[config.mk]
export PLATFORM = sky130hd
export DESIGN_NAME = storage_copy_controller
export DESIGN_NICKNAME = d
export VERILOG_FILES = /design/src/rtl/storage_copy_controller.sv
export SDC_FILE = /design/constraint.sdc
export NUM_CORES = 1
export LEC_CHECK = 0
export ABC_AREA = 1
export CAP_MARGIN = 5
export CORE_MARGIN = 2
export CORE_UTILIZATION = 40
export CTS_BUF_LIST = sky130_fd_sc_hd__clkbuf_16
export DETAILED_ROUTE_END_ITERATION = 12
export PLACE_DENSITY_LB_ADDON = 0.05
export SLEW_MARGIN = 25
export SYNTH_ARGS = -nofsm -noshare
export SYNTH_HDL_FRONTEND = slang
export SYNTH_SLANG_ARGS = --single-unit
[constraint.sdc]
create_clock -name clock -period 2.3 [get_ports clock]
set_input_delay 0.345 -clock clock [delete_from_list [all_inputs] [get_ports clock]]
set_output_delay 0.345 -clock clock [all_outputs]
set_load 0.02 [all_outputs]
[src/rtl/storage_copy_controller.sv]
// Word-by-word copy engine between a storage drive and main memory.
// Each word takes a READ cycle (source address out) and a WRITE cycle
// (source read data passed straight through to the destination).
module storage_copy_controller #(
    parameter int unsigned DW             = 32,
    parameter int unsigned HD_ADDR_WIDTH  = 14,
    parameter int unsigned RAM_ADDR_WIDTH = 14
) (
    input  logic                      clock,
    input  logic                      reset,
    input  logic                      start,
    input  logic                      direction,
    input  logic [HD_ADDR_WIDTH-1:0]  hd_base,
    input  logic [RAM_ADDR_WIDTH-1:0] ram_base,
    input  logic [HD_ADDR_WIDTH:0]    length,
    input  logic                      abort,
    output logic [HD_ADDR_WIDTH-1:0]  hd_address,
    output logic [DW-1:0]             hd_write_data,
    output logic                      hd_write_enable,
    input  logic [DW-1:0]             hd_read_data,
    output logic [RAM_ADDR_WIDTH-1:0] ram_address,
    output logic [DW-1:0]             ram_write_data,
    output logic                      ram_write_enable,
    input  logic [DW-1:0]             ram_read_data,
    output logic                      busy,
    output logic                      done
);

    typedef enum logic [1:0] {StIdle, StRead, StWrite, StDone} state_e;

    state_e                    state_q, state_d;
    logic                      dir_q, dir_d;      // 0: drive->RAM, 1: RAM->drive
    logic [HD_ADDR_WIDTH-1:0]  hd_ptr_q, hd_ptr_d;
    logic [RAM_ADDR_WIDTH-1:0] ram_ptr_q, ram_ptr_d;
    logic [HD_ADDR_WIDTH:0]    count_q, count_d;

    // State and transfer-parameter registers with synchronous active-low reset.
    always_ff @(posedge clock) begin
        if (!reset) begin
            state_q   <= StIdle;
            dir_q     <= 1'b0;
            hd_ptr_q  <= '0;
            ram_ptr_q <= '0;
            count_q   <= '0;
        end else begin
            state_q   <= state_d;
            dir_q     <= dir_d;
            hd_ptr_q  <= hd_ptr_d;
            ram_ptr_q <= ram_ptr_d;
            count_q   <= count_d;
        end
    end

    // Next-state: latch parameters in idle, advance pointers after each write.
    always_comb begin
        state_d   = state_q;
        dir_d     = dir_q;
        hd_ptr_d  = hd_ptr_q;
        ram_ptr_d = ram_ptr_q;
        count_d   = count_q;
        unique case (state_q)
            StIdle: begin
                // start wins over abort here; abort is only meaningful when busy
                if (start) begin
                    dir_d     = direction;
                    hd_ptr_d  = hd_base;
                    ram_ptr_d = ram_base;
                    count_d   = length;
                    state_d   = (length != '0) ? StRead : StDone;
                end
            end
            StRead: begin
                state_d = abort ? StIdle : StWrite;
            end
            StWrite: begin
                if (abort) begin
                    state_d = StIdle;
                end else begin
                    // Pointers wrap independently within their own address space
                    hd_ptr_d  = hd_ptr_q + 1'b1;
                    ram_ptr_d = ram_ptr_q + 1'b1;
                    count_d   = count_q - 1'b1;
                    state_d   = (count_q != 1) ? StRead : StDone;
                end
            end
            StDone: begin
                state_d = StIdle;
            end
        endcase
    end

    // Outputs decode from registered state; only write data passes through.
    always_comb begin
        hd_address       = '0;
        hd_write_data    = '0;
        hd_write_enable  = 1'b0;
        ram_address      = '0;
        ram_write_data   = '0;
        ram_write_enable = 1'b0;
        busy             = 1'b0;
        done             = 1'b0;
        unique case (state_q)
            StIdle: begin
            end
            StRead: begin
                busy = 1'b1;
                if (dir_q) begin
                    ram_address = ram_ptr_q;
                end else begin
                    hd_address = hd_ptr_q;
                end
            end
            StWrite: begin
                busy = 1'b1;
                // abort kills the strobe in the same cycle
                if (dir_q) begin
                    hd_address      = hd_ptr_q;
                    hd_write_data   = ram_read_data;
                    hd_write_enable = ~abort;
                end else begin
                    ram_address      = ram_ptr_q;
                    ram_write_data   = hd_read_data;
                    ram_write_enable = ~abort;
                end
            end
            StDone: begin
                done = 1'b1;
            end
        endcase
    end

endmodule
Signal wires on met1:
The bar under the picture is 20 µm long. Supply wires on this layer in grey.
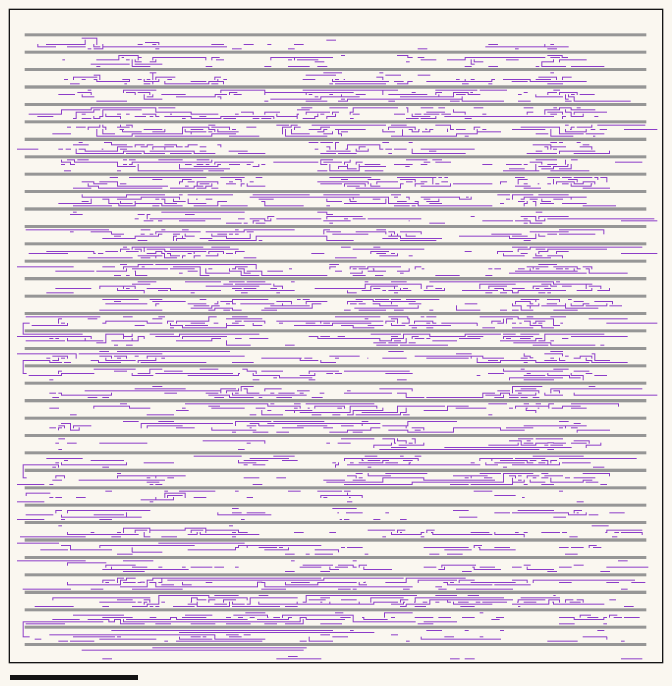
nets with wire on the layer: 891
wire length on this layer: 5910 µm
share of all routed wire: 40%
longest straight run: 34.5 µm
main direction: horizontal

Metal 2:
Cells faint in the background.
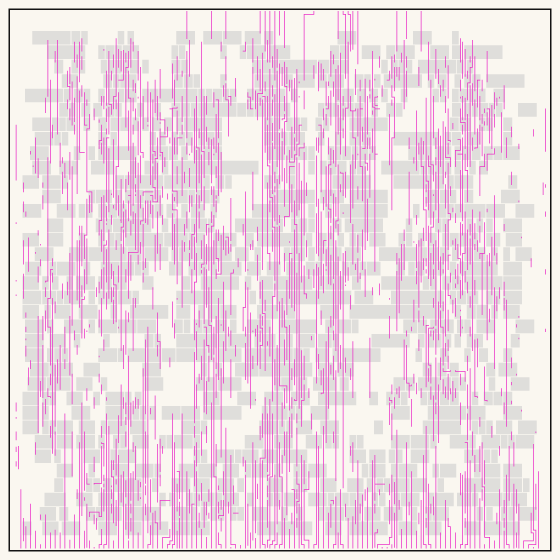
longest straight run: 44.2 µm
nets with wire on the layer: 800

M3 wires:
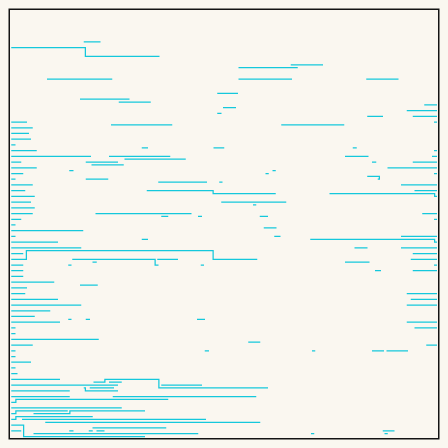
wire length on this layer: 1320 µm
longest straight run: 50.8 µm
main direction: horizontal
nets with wire on the layer: 121
share of all routed wire: 9.0%

Signal wires on met4:
The bar under the picture is 20 µm long. Supply wires on this layer in grey.
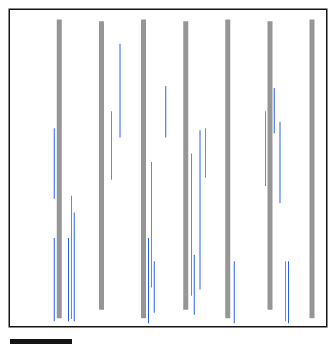
longest straight run: 51.0 µm
share of all routed wire: 3.8%

Routing congestion map:
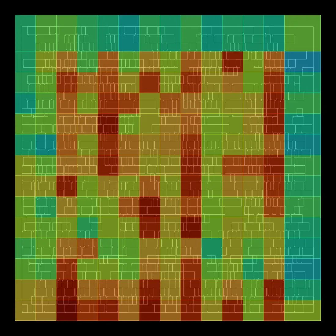
gr usage total: 0.283
WL per Instance: 14.3 µm
grt met1 use: 0.327

==> job_summary.md <==
## PnR job results

| Metric | Value |
|---|---|
| Final setup fails | `0` |
| Biggest regs | `count_q x15, hd_ptr_q x14, ram_ptr_q x14` |
| Setup ws final | `64.4 ps` |
| Top logic family | `simple AND/OR/NAND/NOR gates` |
| Starting DRT DRC Count | `218` |
| Seq area share | `0.152` |
| Ports | `between 200 and 250` |
| Ys flops | `46` |
| TritonCTS clock tree | `built` |
| Sw frac | `0.415` |
| Stages on the worst setup path | `6` |
| Status | `finished clean` |
| Most frequent cell after synthesis | `nand2_1` |
| Later-pin clock latency in the skew report | `roughly 290 ps` |
| Routing usage on met3 | `0.0890` |
| Number of logic gates | `~520` |
| Seq/Total Area, Yosys | `0.241` |
| 1st-pass router iterations | `4` |
| Combinational Power Share | `0.469` |
| Area fraction in compound gates | `0.160` |
| Max rail drop VDD | `between 300 and 400 µV` |
| Pwr Total | `approximately 3.4 mW` |
| Std-Cell Rows | `35` |
Power and IR drop assume default switching activity.
